**src/rtl/klingon_pkg.sv**
```systemverilog
// klingon_pkg: Klingon glyph segment constants shared by encoder and decoder, plus dwell-length limits
package klingon_pkg;
  localparam logic [6:0] KLG_0     = 7'h3F;
  localparam logic [6:0] KLG_1     = 7'h01;
  localparam logic [6:0] KLG_2     = 7'h41;
  localparam logic [6:0] KLG_3     = 7'h49;
  localparam logic [6:0] KLG_4     = 7'h62;
  localparam logic [6:0] KLG_5     = 7'h5C;
  localparam logic [6:0] KLG_6     = 7'h52;
  localparam logic [6:0] KLG_7     = 7'h64;
  localparam logic [6:0] KLG_8     = 7'h36;
  localparam logic [6:0] KLG_9     = 7'h76;
  localparam logic [6:0] KLG_BLANK = 7'h40;
  localparam int STABLE_MIN = 2;
  localparam int STABLE_MAX = 15;
endpackage

```
**src/rtl/klingon_glyph_lut.sv**
```systemverilog
// klingon_glyph_lut: seg[6:0] glyph -> digit[3:0]; illegal patterns give digit F and illegal=1
module klingon_glyph_lut
  import klingon_pkg::*;
(
  input  logic [6:0] seg,
  output logic [3:0] digit,
  output logic       illegal
);
  always_comb begin
    illegal = 1'b0;
    case (seg)
      KLG_0:   digit = 4'd0;
      KLG_1:   digit = 4'd1;
      KLG_2:   digit = 4'd2;
      KLG_3:   digit = 4'd3;
      KLG_4:   digit = 4'd4;
      KLG_5:   digit = 4'd5;
      KLG_6:   digit = 4'd6;
      KLG_7:   digit = 4'd7;
      KLG_8:   digit = 4'd8;
      KLG_9:   digit = 4'd9;
      default: begin
        digit   = 4'hF;
        illegal = 1'b1;
      end
    endcase
  end
endmodule

```
**src/rtl/klingon_seg_decoder.sv**
```systemverilog
// klingon_seg_decoder: debounces a scanned 4-digit Klingon display (seg_in, digit_sel) into frames out_value/out_err with valid/ready and an overrun pulse on dropped frames
module klingon_seg_decoder
  import klingon_pkg::*;
#(
  parameter int STABLE = 4
) (
  input  logic        clk,
  input  logic        rst,
  input  logic [6:0]  seg_in,
  input  logic [3:0]  digit_sel,
  output logic [15:0] out_value,
  output logic [3:0]  out_err,
  output logic        out_valid,
  input  logic        out_ready,
  output logic        overrun
);
  localparam logic [3:0] ST = 4'(STABLE < STABLE_MIN ? STABLE_MIN : STABLE > STABLE_MAX ? STABLE_MAX : STABLE);
  logic [3:0]  digit;
  logic        illegal;
  logic [3:0]  prev_sel, cnt, cnt_n, captured, captured_n, cap_mask, slot_err;
  logic [6:0]  prev_seg;
  logic [15:0] slot_val;
  logic        qual, same, cap, full, load, drop;
  klingon_glyph_lut u_lut (.seg(seg_in), .digit(digit), .illegal(illegal));
  always_comb begin
    qual       = (digit_sel != 4'h0) && ((digit_sel & (digit_sel - 4'd1)) == 4'h0);
    same       = {digit_sel, seg_in} == {prev_sel, prev_seg};
    cnt_n      = !qual ? 4'd0 : !same ? 4'd1 : (cnt == ST) ? ST : cnt + 4'd1;
    // capture only on the transition into saturation, so a long dwell writes once
    cap        = (cnt_n == ST) && (cnt != ST);
    cap_mask   = cap ? digit_sel : 4'h0;
    full       = captured == 4'hF;
    load       = full && (!out_valid || out_ready);
    drop       = full && !load;
    // a capture coinciding with frame hand-off starts the next frame
    captured_n = (full ? 4'h0 : captured) | cap_mask;
  end
  always_ff @(posedge clk or posedge rst) begin
    if (rst) begin
      prev_sel  <= '0;
      prev_seg  <= '0;
      cnt       <= '0;
      captured  <= '0;
      slot_val  <= '0;
      slot_err  <= '0;
      out_value <= '0;
      out_err   <= '0;
      out_valid <= 1'b0;
      overrun   <= 1'b0;
    end else begin
      prev_sel  <= digit_sel;
      prev_seg  <= seg_in;
      cnt       <= cnt_n;
      captured  <= captured_n;
      overrun   <= drop;
      for (int k = 0; k < 4; k++)
        if (cap_mask[k]) begin
          slot_val[4*k +: 4] <= digit;
          slot_err[k]        <= illegal;
        end
      if (load) begin
        out_value <= slot_val;
        out_err   <= slot_err;
      end
      out_valid <= load | (out_valid & ~out_ready);
    end
  end
endmodule

```
**config.mk**
```make
export PLATFORM = sky130hd
export DESIGN_NAME = klingon_seg_decoder
export DESIGN_NICKNAME = d
export VERILOG_FILES = /design/src/rtl/klingon_pkg.sv /design/src/rtl/klingon_glyph_lut.sv /design/src/rtl/klingon_seg_decoder.sv
export SDC_FILE = /design/constraint.sdc
export NUM_CORES = 1
export LEC_CHECK = 0
export CORE_ASPECT_RATIO = 1.4
export CORE_UTILIZATION = 40
export CTS_BUF_LIST = sky130_fd_sc_hd__clkbuf_16
export DETAILED_ROUTE_END_ITERATION = 6
export GPL_TIMING_DRIVEN = 1
export SLEW_MARGIN = 20
export SYNTH_ARGS = -nofsm -noshare
export SYNTH_HDL_FRONTEND = slang
export SYNTH_SLANG_ARGS = --single-unit
```
**constraint.sdc**
```tcl
create_clock -name clk -period 2.7 [get_ports clk]
set_clock_uncertainty 0.05 [all_clocks]
set_input_delay 0.54 -clock clk [delete_from_list [all_inputs] [get_ports clk]]
set_output_delay 0.54 -clock clk [all_outputs]
set_load 0.02 [all_outputs]
```
==> run notes, run 1 <==
The implementation run finished. Routed wirelength normalized by instance count landed at 14.6 µm. The commonest cells after synthesis are 61 x dfrtp_1, 32 x mux2_2, 13 x inv_1. Final global-route overflow total landed at 0.

Combinational gate power landed at 138 µW. The kind of cell with the highest combined delay along the critical path is simple AND/OR/NAND/NOR gates. Multiplexer share of the synthesized area landed at 0.162. Final tally of hold violations landed at 0. The design has 61 sequential cells. Share of flip-flops with an asynchronous set or reset after synthesis landed at 1.00.

In this run the post-CTS setup repair buffer count came out at 0. Number of max-slew violations in the final report landed at 0. For the pin with the worst max-slew slack, the measured transition is 0.376 ns. Per the synthesis report, the AND-OR/OR-AND share of the synthesized area is 0.0589. The biggest slice of the total power is consumed by the clock network. The setup path with the least slack is of type input port to flip-flop. The class occupying the most area after layout is reported as sequential cells. In the synthesis report, Yosys lists the chip area as 2720 µm².

Cell internal power was estimated by the tool at 1790 µW. The cell-mix breakdown from Yosys lists the simple-gate area share as 0.135. Per the slew report, the remaining headroom to the max-slew limit stands at 0.749. The initial antenna violation count was 0. Measured along the y axis, the die boundary spans 99.6 µm. Non-clock inverter total of the final layout landed at 13. By area the synthesized netlist is led by dfrtp_1 56%, mux2_2 13%, xor2_1 3.9%. Maximum fanout along the worst path landed at 5. Post-route period utilization is reported as 0.967. Number of setup violations in the final report landed at 0. Clock group share of total power landed at 0.522. Remaining routing DRC violations landed at 0. Looking at the cell usage after synthesis, the top flip-flop cell is dfrtp_1. Of the total standard cell area in the layout, the multi-input combinational portion is 0.296. The flow ran to the end, and the final reports show no timing, DRC or antenna violations. Number of instances in the synthesized netlist landed at 205. The share of total power dissipated in sequential elements is 0.416. Required arrival time at the worst endpoint landed at 2.85 ns.

For this run the top cell type by instance count after synthesis was dfrtp_1.
## run 1: per-layer routing
layer	share of wire	global-route usage	wire (µm)	vias up
li1	-	-	-	884
met1	0.45	0.213	2400	916
met2	0.50	0.271	2640	28
met3	0.021	0.0263	114	13
met4	0.031	0.109	166	0
met5	0	0	0	-
## run 1: cells in the final DEF, fill, tap and decap left out, types with 2 or more instances in the layout
cell and count:
a21boi_0 2, a21o_1 5, a21oi_1 2, and2_1 2, and3b_1 2, buf_4 40
bufinv_16 2, clkbuf_16 9, clkdlybuf4s50_1 34, clkinv_1 2, clkinv_2 2, dfrtp_1 61
ha_1 2, inv_1 13, mux2_2 32, mux2i_1 8, nand2_1 10, nand3_1 4
nand4_1 2, nor2_1 5, nor3_1 2, nor3b_1 2, nor4_2 2, nor4_4 4
nor4bb_1 2, o21ai_0 2, or2_2 3, or4b_1 2, xnor2_1 2, xor2_1 12
## run 1: path summary, 6_finish.rpt
kind	startpoint	end	slack (ns)	depth (start not counted)
hold reg to reg	captured[0]$_DFF_PP0_	captured[0]$_DFF_PP0_	0.43	1
hold / removal	captured[0]$_DFF_PP0_	captured[0]$_DFF_PP0_	0.43	1
setup / recovery	digit_sel[0]	slot_val[13]$_DFFE_PP0P_	0.09	8
setup reg to reg	cnt[0]$_DFF_PP0_	slot_val[10]$_DFFE_PP0P_	0.45	7
max in group asynchronous	rst	prev_sel[2]$_DFF_PP0_	1.78	3
min in group asynchronous	rst	out_valid$_DFF_PP0_	0.55	3
## run 1: stage by stage
stage	setup TNS [ns]	hold slack [ns]
after CTS	0	0.430
after global routing	-0.00109	0.446
after floorplan	0	0.399
final	0	0.428
after detailed placement	-6.39	0.418
after global placement	-5.32	0.413
Fig. 1: run 1, placed standard cells
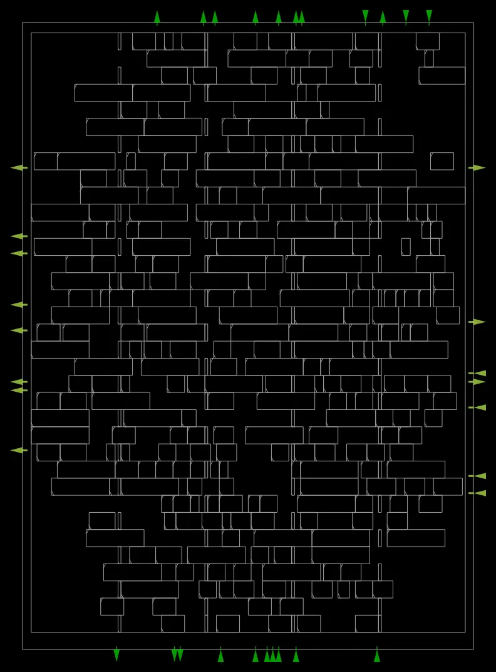
flip-flop and latch share of the layout cell area: 0.404
filler cell count: 565
number of well-tap cells placed: 74
count of standard-cell rows: 35

Fig. 2: run 1, cell area per tile
The die is cut into 7 by 10 equal tiles; black is low, pale yellow is high, 0 to 100% covered.
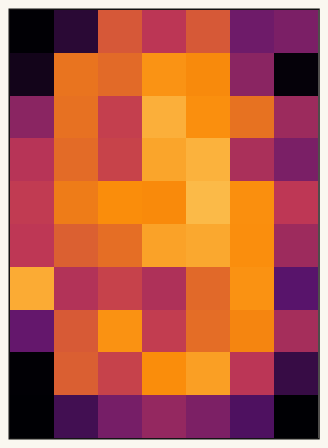
fullest tile = 85%
mean over tiles = 52%
tiles over 75% full = 23%
nearly empty tiles = 7.1%
area of the core: 6570 µm²
floorplan core density: 0.414
post-layout util: 0.575

Fig. 3: run 1, met3 routing
The bar under the picture is 20 µm long.
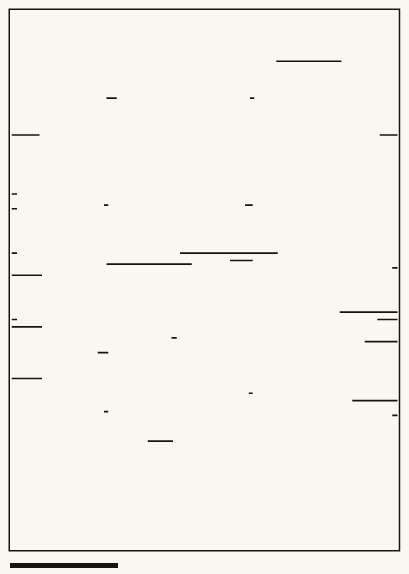
main direction = horizontal
share of all routed wire = 2.2%
wire length reported by the detailed router: 5320 µm
met3 Resource Use GR: 0.0263
DR vias: 1,841

==> run 1 -> run 2 <==
- CTS_CLUSTER_SIZE: not set -> 25
- HOLD_SLACK_MARGIN: not set -> 0.1
- SKIP_CTS_REPAIR_TIMING: not set -> 1
Fig. 4: run 2, selected gate families
The bar under the picture is 20 µm long.
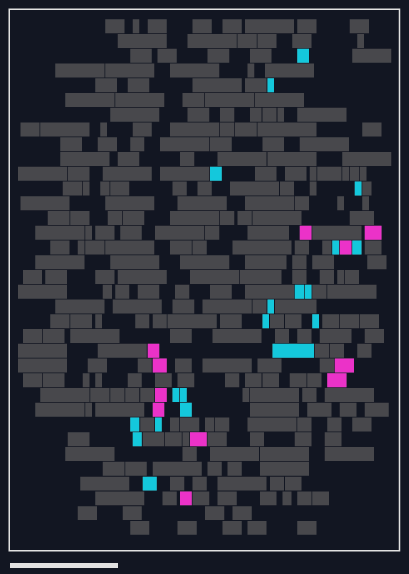
AND and OR gates -> magenta  # cells 11, most used or2_2
NAND gates -> cyan  # cells 19, most used nand2_1
logic share of the area: 0.296
final std cells w/o fill: 365
most used logic cell in the final layout: dfrtp_1

Fig. 5: run 2, met3 routing
The bar under the picture is 20 µm long.
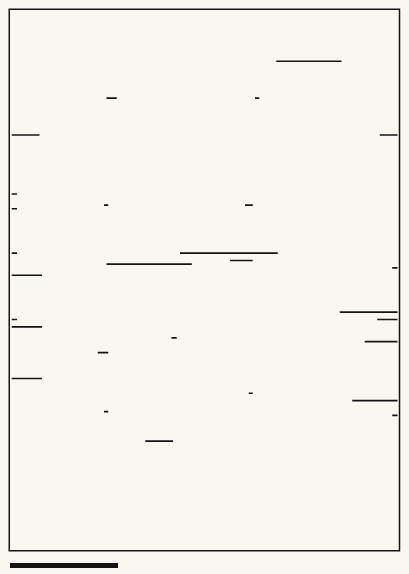
main direction = horizontal
share of all routed wire = 2.2%
wire length reported by the detailed router: 5310 µm

==> run 2 against run 1 <==
Net effect:
- critical path type unchanged
- sequential cell count stayed put
- clock power about the same
- register-to-register slack about the same
- first-iteration DRC count is the same
- routed wire length shrank 0.26%
- global-route usage rose by 0.064 points
- area after synthesis stayed put
- highest routed layer unchanged
- die area did not move
- sequential share of layout area barely moved
- utilization decreased by 0.057 points
- non-clock buffer count is the same
- via count is the same
- largest power group unchanged
==> run notes, run 2 <==
The implementation run finished. The worst-case hold slack came to 0.427 ns (was 0.428 ns). Minimum setup slack in the final design landed at 0.0746 ns (was 0.0897 ns). Final cycle utilization of the critical path landed at 0.972 (was 0.967). Number of setup violations in the final report landed at 0 (unchanged). Area of the die landed at 7140 µm² (unchanged). The combinational gate area came to 1120 µm² (unchanged). The main flop type was dfrtp_1 (unchanged). The final cell utilization of the core was 0.574 (was 0.575). The non-clock inverter total of the final layout came to 13 (unchanged). Core area landed at 6570 µm² (unchanged). The cell-internal power came to 1790 µW (about the same).

The arrival time at the worst endpoint was 2.78 ns (was 2.76 ns). Slew at the pin closest to its max-slew limit landed at 0.382 ns (was 0.376 ns). Dominant logic cell types in the final layout: 61 x dfrtp_1, 41 x buf_4, 34 x clkdlybuf4s50_1, 32 x mux2_2, 13 x inv_1 (was 61 x dfrtp_1, 40 x buf_4, 34 x clkdlybuf4s50_1, 32 x mux2_2, 13 x inv_1). The count of library flops with an enable pin is 0 (unchanged).

Commonest cells in the netlist: 61 x dfrtp_1, 32 x mux2_2, 13 x inv_1 (unchanged). Number of max-slew violations in the final report landed at 0 (unchanged). The fraction of the core area occupied by cells at floorplan is 0.414 (unchanged). The most repeated cell in the gate-level netlist after synthesis is dfrtp_1 (unchanged). The length of routed met2 wiring is 2660 µm (was 2640 µm).

Routed wirelength normalized by instance count landed at 14.5 µm (was 14.6 µm). The highest metal layer with signal wires is met4 (unchanged). Met3 wirelength from detailed routing landed at 115 µm (was 114 µm). The remaining routing DRC violations came to 0 (unchanged). The highest clock rate was 0.381 GHz (was 0.383 GHz).

Number of instances in the synthesized netlist landed at 205 (unchanged). Fraction of met1 tracks used by global routing landed at 0.215 (was 0.213). The fraction of area in registers came to 0.405 (was 0.404). The category of the most critical setup path is input port to flip-flop (unchanged). Final tally of hold violations landed at 0 (unchanged). The number of flip-flops and latches was 61 (unchanged).

Reported net switching power landed at 449 µW (was 450 µW). Final total negative setup slack landed at 0 ns (unchanged). The met3 global-route usage came to 0.0263 (unchanged). Number of cells in the yosys synthesis report landed at 205 (unchanged). The total routed wire length on the met1 layer is 2370 µm (was 2400 µm).

Maximum fanout along the worst path landed at 5 (unchanged). The critical path startpoint category was an input port (unchanged). Number of clock sinks landed at 61 (unchanged).

Combined area of all synthesized cells landed at 2720 µm² (unchanged). The required arrival time at the worst endpoint was 2.86 ns (was 2.85 ns). The initial DRC count was 65 (unchanged). The most utilized layer in the global route result is met2 (unchanged). Outcome: finished, final reports clean (unchanged).

Count of fill cells added during filler insertion landed at 566 (was 565). The vertical extent of the die came to 99.6 µm (unchanged). Share of flip-flops with an asynchronous set or reset after synthesis landed at 1.00 (unchanged). The initial antenna violation count is 0 (unchanged). Chip area estimate from yosys synthesis landed at 2720 µm² (unchanged).

Total number of vias landed at 1,841 (unchanged). Share of total power in sequential cells landed at 0.417 (was 0.416). Well-tap cell count landed at 74 (unchanged).

The max-slew headroom at the worst pin was 0.745 (was 0.749). The first-pass GRT wire length came to 9190 µm (was 9150 µm). Clock group share of total power landed at 0.521 (was 0.522). Final global-route overflow total landed at 0 (unchanged).

The final antenna-violating net count came to 0 (unchanged). Row count landed at 35 (unchanged).
[run 2: cell counts in the layout (fill, tap and decap cells not counted)]
Identical to the previous run, type by type.
[run 2: power groups by stage]
stage | registers, µW | clock network (µW) | logic, µW
2_1_floorplan | 945 | 0 | 66.8
5_1_grt | 931 | 1230 | 153
6_report | 931 | 1170 | 138
3_5_place_dp | 946 | 0 | 141
4_1_cts | 931 | 1190 | 142
3_3_place_gp | 946 | 0 | 139
[run 2: path summary, 6_finish.rpt]
kind / slack (ns) / to / from / depth (start not counted)
max: 0.07 / captured[3]$_DFF_PP0_ / digit_sel[0] / 10
min: 0.43 / captured[3]$_DFF_PP0_ / captured[3]$_DFF_PP0_ / 1
max reg2reg: 0.45 / slot_val[10]$_DFFE_PP0P_ / cnt[0]$_DFF_PP0_ / 7
min reg2reg: 0.43 / captured[3]$_DFF_PP0_ / captured[3]$_DFF_PP0_ / 1
max in group asynchronous: 1.78 / prev_sel[2]$_DFF_PP0_ / rst / 3
min in group asynchronous: 0.55 / out_valid$_DFF_PP0_ / rst / 3
[run 2: cells by family (layout without fill, tap and decap cells)]
kind of cell	Yosys count	in the layout	synth area share
buffers and inverters	20	106	0.0281
AOI/OAI and AO/OA	20	20	0.0589
xor gates and xnor gates	14	14	0.0451
muxes	40	40	0.162
adders and majority gates	2	2	0.00920
and+or+nand+nor	48	48	0.135
DFF	61	61	0.561
[run 2: worst max-delay path, cell delays in order]
cell and delay (ns):
clkdlybuf4s50_1 0.44, or4b_1 0.55, o311ai_2 0.14, buf_4 0.18
a21boi_2 0.23, buf_4 0.20, nor4_4 0.05, buf_4 0.16
buf_4 0.14, a21o_1 0.14
No activity file was given, so power comes from the tool's default toggle rates.
